**Run 1: selected gate families**

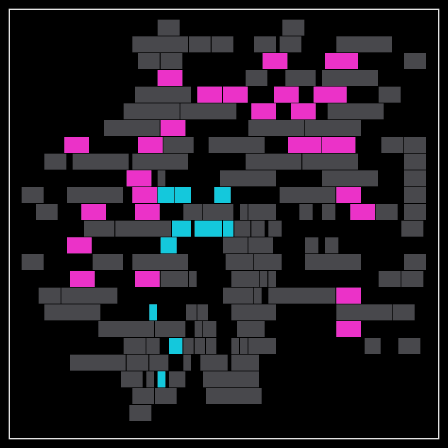
**Run 1: close-up of the layout**

The bar under the picture is 5 um long. Region (25, 39) to (45, 59) um. Cells in gray, sequential cells in the stronger gray; small squares are vias.
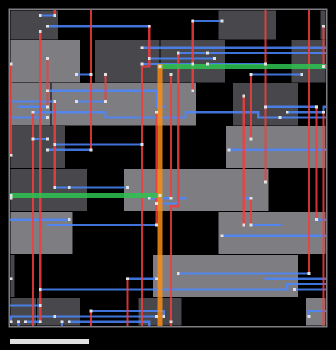
**Run 1: clock routing**

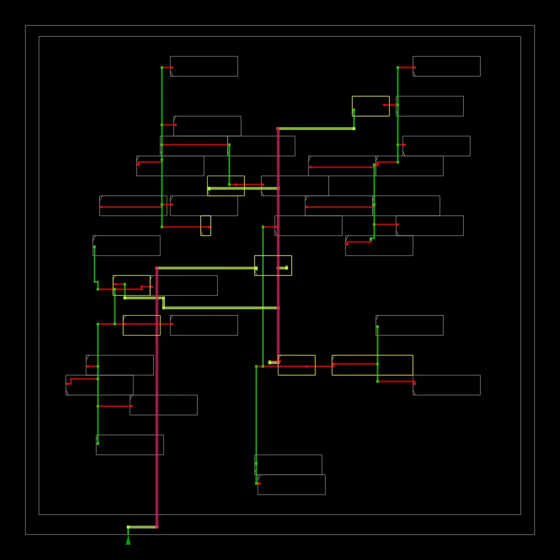
$ cat src/rtl/mat_stream_packer.sv
// Serial-to-parallel matrix packer: gathers ROWS*COLS signed elements in row-major
// order and presents them as one flattened bus, element [0][0] in the MSBs.
module mat_stream_packer #(
    parameter int ROWS = 3,
    parameter int COLS = 2,
    parameter int W    = 4
) (
    input  logic                 clk,
    input  logic                 rst_n,
    input  logic [W-1:0]         in_data,
    input  logic                 in_valid,
    input  logic                 in_last,
    output logic                 in_ready,
    output logic [ROWS*COLS*W-1:0] out_mat,
    output logic                 out_valid,
    input  logic                 out_ready,
    output logic                 err
);

    localparam int N  = ROWS * COLS;
    localparam int KW = (N > 1) ? $clog2(N) : 1;

    // Handshakes: a transfer happens on a rising edge where valid and ready are both high;
    // valid never depends combinationally on ready, and in_ready depends only on state.
    typedef enum logic {
        FILL = 1'b0,
        FULL = 1'b1
    } state_e;

    state_e         state_q, state_d;
    logic [KW-1:0]  k_q, k_d;
    logic [N*W-1:0] mat_q, mat_d;
    logic           err_q, err_d;
    logic           accept;
    logic           at_end;

    assign in_ready  = (state_q == FILL);
    assign out_valid = (state_q == FULL);
    assign out_mat   = mat_q;
    assign err       = err_q;

    assign accept = in_valid & in_ready;
    assign at_end = (k_q == KW'(N - 1));

    always_comb begin
        state_d = state_q;
        k_d     = k_q;
        mat_d   = mat_q;
        err_d   = 1'b0;
        case (state_q)
            FILL: begin
                if (accept) begin
                    mat_d[(N - 1 - int'(k_q)) * W +: W] = in_data;
                    if (at_end) begin
                        // Missing in_last still completes the matrix, but is flagged.
                        state_d = FULL;
                        k_d     = '0;
                        err_d   = ~in_last;
                    end else if (in_last) begin
                        // Early last: drop the partial matrix; stale bits get overwritten later.
                        k_d   = '0;
                        err_d = 1'b1;
                    end else begin
                        k_d = k_q + KW'(1);
                    end
                end
            end
            FULL: begin
                if (out_ready) begin
                    state_d = FILL;
                end
            end
            default: begin
                state_d = FILL;
                k_d     = '0;
            end
        endcase
    end

    always_ff @(posedge clk or negedge rst_n) begin
        if (!rst_n) begin
            state_q <= FILL;
            k_q     <= '0;
            mat_q   <= '0;
            err_q   <= 1'b0;
        end else begin
            state_q <= state_d;
            k_q     <= k_d;
            mat_q   <= mat_d;
            err_q   <= err_d;
        end
    end

endmodule

$ cat config.mk
export PLATFORM = sky130hd
export DESIGN_NAME = mat_stream_packer
export DESIGN_NICKNAME = d
export VERILOG_FILES = /design/src/rtl/mat_stream_packer.sv
export SDC_FILE = /design/constraint.sdc
export NUM_CORES = 1
export LEC_CHECK = 0
export CAP_MARGIN = 20
export CORE_MARGIN = 1.5
export CORE_UTILIZATION = 32
export DETAILED_ROUTE_END_ITERATION = 8
export PLACE_DENSITY_LB_ADDON = 0.25
export SLEW_MARGIN = 20
export SYNTH_ARGS = -nofsm -noshare
export SYNTH_HDL_FRONTEND = slang
export SYNTH_SLANG_ARGS = --single-unit
$ cat constraint.sdc
create_clock -name clk -period 4.3 [get_ports clk]
set_input_delay 0.86 -clock clk [delete_from_list [all_inputs] [get_ports clk]]
set_output_delay 0.86 -clock clk [all_outputs]
set_load 0.1 [all_outputs]
==> summary.txt, run 1 <==
Yosys stat area -> 1420 sq um
Crit path largest cell delay -> 0.66 ns
CTS clk-pin slew, worst paths -> 0.06 ns
Core outline area -> 4290 sq um
Area leader share -> 51.3%
Post-layout util -> 45.3%
Post-synth EDFFs -> 0
Kind of critical path -> register to register
Setup Total Neg Slack -> 0 ns
Largest cell class -> flip-flops and latches
Root buf cell -> clkbuf_8
CP arrival -> 2.99 ns
Synth flops -> 29
Cells on worst reg2reg path -> 6
Total GRT Usage -> 14.1%
Chip area -> 4830 sq um
# Max-Cap Violations -> 0
Hold buffer count at cts -> 0
Simple-Gate Fraction of Synth Area -> 13.2%
Drt first pass iters -> 4
Worst setup endpoint -> out_mat[11]
Worst Path Buf+Inv -> 1
Minimum clock period -> 2.83 ns
Final nets -> 166
Final wirelength -> 3100 um
Beginning of the worst hold path -> out_mat[1]
Status -> finished, final reports clean
HP Class -> register to register
Final worst path period share -> 65.8%
First-pass GRT wire length -> 5150 um
Worst setup startpoint -> k_q[0]
Combinational fraction of the cell area -> 33.4%
# fillers -> 390
Vias in the first global route -> 1058
Final Hold Fails -> 0
Post-CTS sizing -> 0
Depth of the worst hold-timing path -> 1
NonClk Buf Share -> 18.4%
Most common logic cells in the final layout -> 35 x clkdlybuf4s50_1, 29 x dfrtp_1, 21 x mux2_2
## Picture notes: 'selected gate families'
Cyan stands for NOR gates, cells 10, most used nor3b_1, where middle. Magenta stands for multiplexers, cells 25, most used mux2_2.

## Picture notes: 'close-up of the layout'
Orange stands for met4. Blue stands for met1. Red stands for met2. Green stands for met3.
Netlist names of flops here include out_mat (5). Most frequent: mux2_2 (6), dfrtp_1 (5), nor3b_1 (3). 16 logic cells have their middle in the window. Sequential cells in the window: 5.

## Picture notes: 'clock routing'
seq_cells: 29
clk sinks: 29
CTS buffer count: 5

==> run 1: registers in the layout (all words and copies together) (netlist names) <==
register and flops:
err 1, out_mat 24, out_valid 1, k_q 3
==> run 1: metrics by stage <==
stage | area, sq um | instances | hold slack [ns]
global route | 1950 | 200 | 0.534
finish | 1950 | 200 | 0.508
floorplan | 1420 | 106 | 0.564
detailed placement | 1830 | 192 | 0.500
CTS | 1950 | 200 | 0.514
global placement | 1830 | 192 | 0.488
**Run 1: wiring heat map**

14 x 14 tiles, from white (low) to dark blue (high), scaled to the fullest tile. Values are wire area over tile area, all layers added.
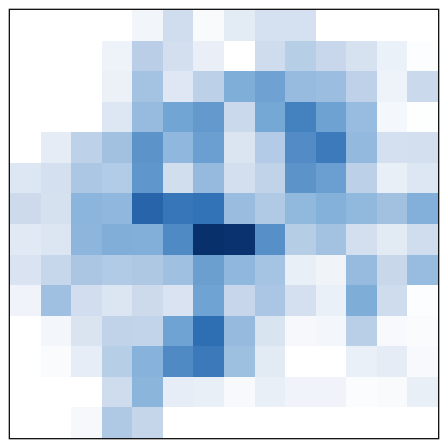

--- run 2 (diff from run 1) ---
==> constraint.sdc (replaced) <==
create_clock -name clk -period 2.3 [get_ports clk]
set_input_delay 0.46 -clock clk [delete_from_list [all_inputs] [get_ports clk]]
set_output_delay 0.46 -clock clk [all_outputs]
set_load 0.1 [all_outputs]
**Run 2: wiring heat map**

14 x 14 tiles, from white (low) to dark blue (high), scaled to the fullest tile. Values are wire area over tile area, all layers added.
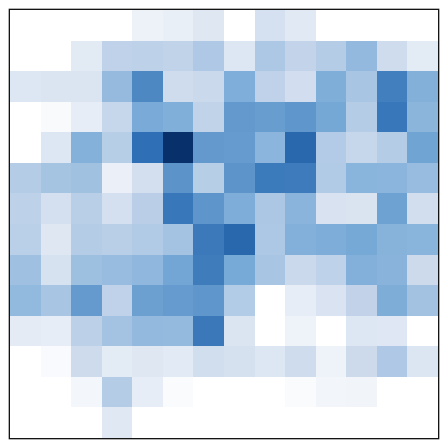
The mean over all tiles is 0.10. The densest ninth of the die: middle. The emptiest ninth of the die: bottom right.

**Run 2: clock routing**

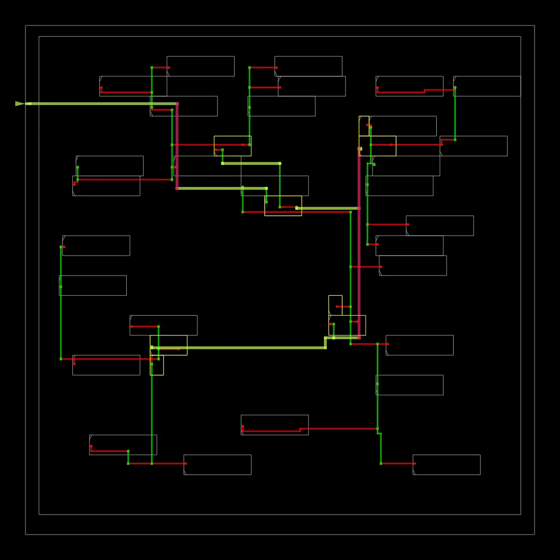
Clock Buffer Count: 6
clk latency late pin: 0.28 ns

==> run 2 against run 1 <==
Compared with the run above:
- the run now ends with negative setup slack left
- first-iteration DRC count increased by 59%
- worst setup slack got worse by 1.5 ns
- non-clock buffer count increased by 14
- fmax increased by 23%
- clock skew increased by 0.0030 ns
- highest routed layer unchanged
==> summary.txt, run 2 <==
Largest cell class -> flip-flops and latches
CTS buffer count -> 5 (unchanged)
# Max-Cap Violations -> 0 (unchanged)
Crit path largest cell delay -> 0.55 ns (-0.11 ns)
Post-route cell area -> 2000 sq um (+2.9%)
Core outline area -> 4290 sq um (unchanged)
Most common logic cells in the final layout -> 42 x buf_4, 29 x dfrtp_1, 17 x mux2_2
CTS clk-pin slew, worst paths -> 0.06 ns (about the same)
Combinational fraction of the cell area -> 35.1% (+1.7 points)
Fin cells -> 214 (+7.0%)
Final nets -> 180 (+8.4%)
Total GRT Usage -> 14.3% (+0.26 points)
Post-layout util -> 46.6% (+1.3 points)
HP Class -> register to register
Final worst path period share -> 100% (+34 points)
Final worst slack -> -0.00510 ns
NonClk Buf Share -> 19.7% (+1.4 points)
Final Hold Fails -> 0 (unchanged)
Minimum clock period -> 2.31 ns (-0.523 ns)
Worst Path Buf+Inv -> 2 (+1)
Failing checks -> negative setup slack
Hold buffer count at cts -> 0 (unchanged)
Cells on worst reg2reg path -> 7 (+1)
Status -> complete, but fails checks
Kind of critical path -> register to register
Beginning of the worst hold path -> out_mat[18]
Largest register FFs -> 24 (unchanged)
Placed cells -> 204 (+6.3%)
Vias in the first global route -> 1068 (+0.95%)
Depth of the worst hold-timing path -> 1 (unchanged)
# setup viols final -> 3
Area leader share -> 51.3% (unchanged)
Yosys stat area -> 1420 sq um (unchanged)
Chip area -> 4830 sq um (unchanged)
Seq_cells -> 29 (unchanged)
Drt first pass iters -> 4 (unchanged)
**Run 2: close-up of the layout**

The bar under the picture is 5 um long. Region (25, 39) to (45, 59) um. Cells in gray, sequential cells in the stronger gray; small squares are vias.
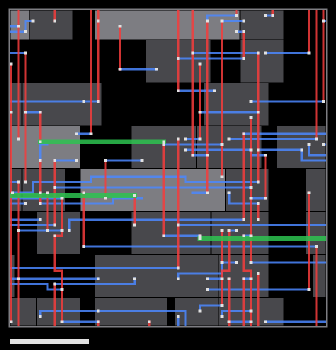
Red stands for met2. Blue stands for met1. Green stands for met3.
Sequential cells in the window: 2. Most frequent: buf_4 (7), mux2_2 (4). 23 logic cells have their middle in the window. Netlist names of flops here include out_mat (2).

## run 2: cell types whose count changed in the layout (fill, tap and decap cells not counted), sizes merged
cell	delta
clkbuf	-1
clkinv	+2
buf	+41
clkdlybuf4s50	-27
bufinv	-1
## run 2: kinds of logic after synthesis
logic type               count (synthesis)  share of synthesized area [%]
AND-OR/OR-AND                            5                           1.86
XOR/XNOR                                 1                          0.619
adder cells (fa/ha/maj)                 10                           9.37
buffers and inverters                   10                           2.74
flip-flops                              29                           51.3
multiplexers                            25                           21.0
AND/OR/NAND/NOR                         26                           13.2
## run 2: routing by layer
metal,track usage [%],vias to the layer above
met3,6.83,5
met5,0,-
met1,17.4,465
met2,22.8,36
li1,-,483
met4,3.92,0
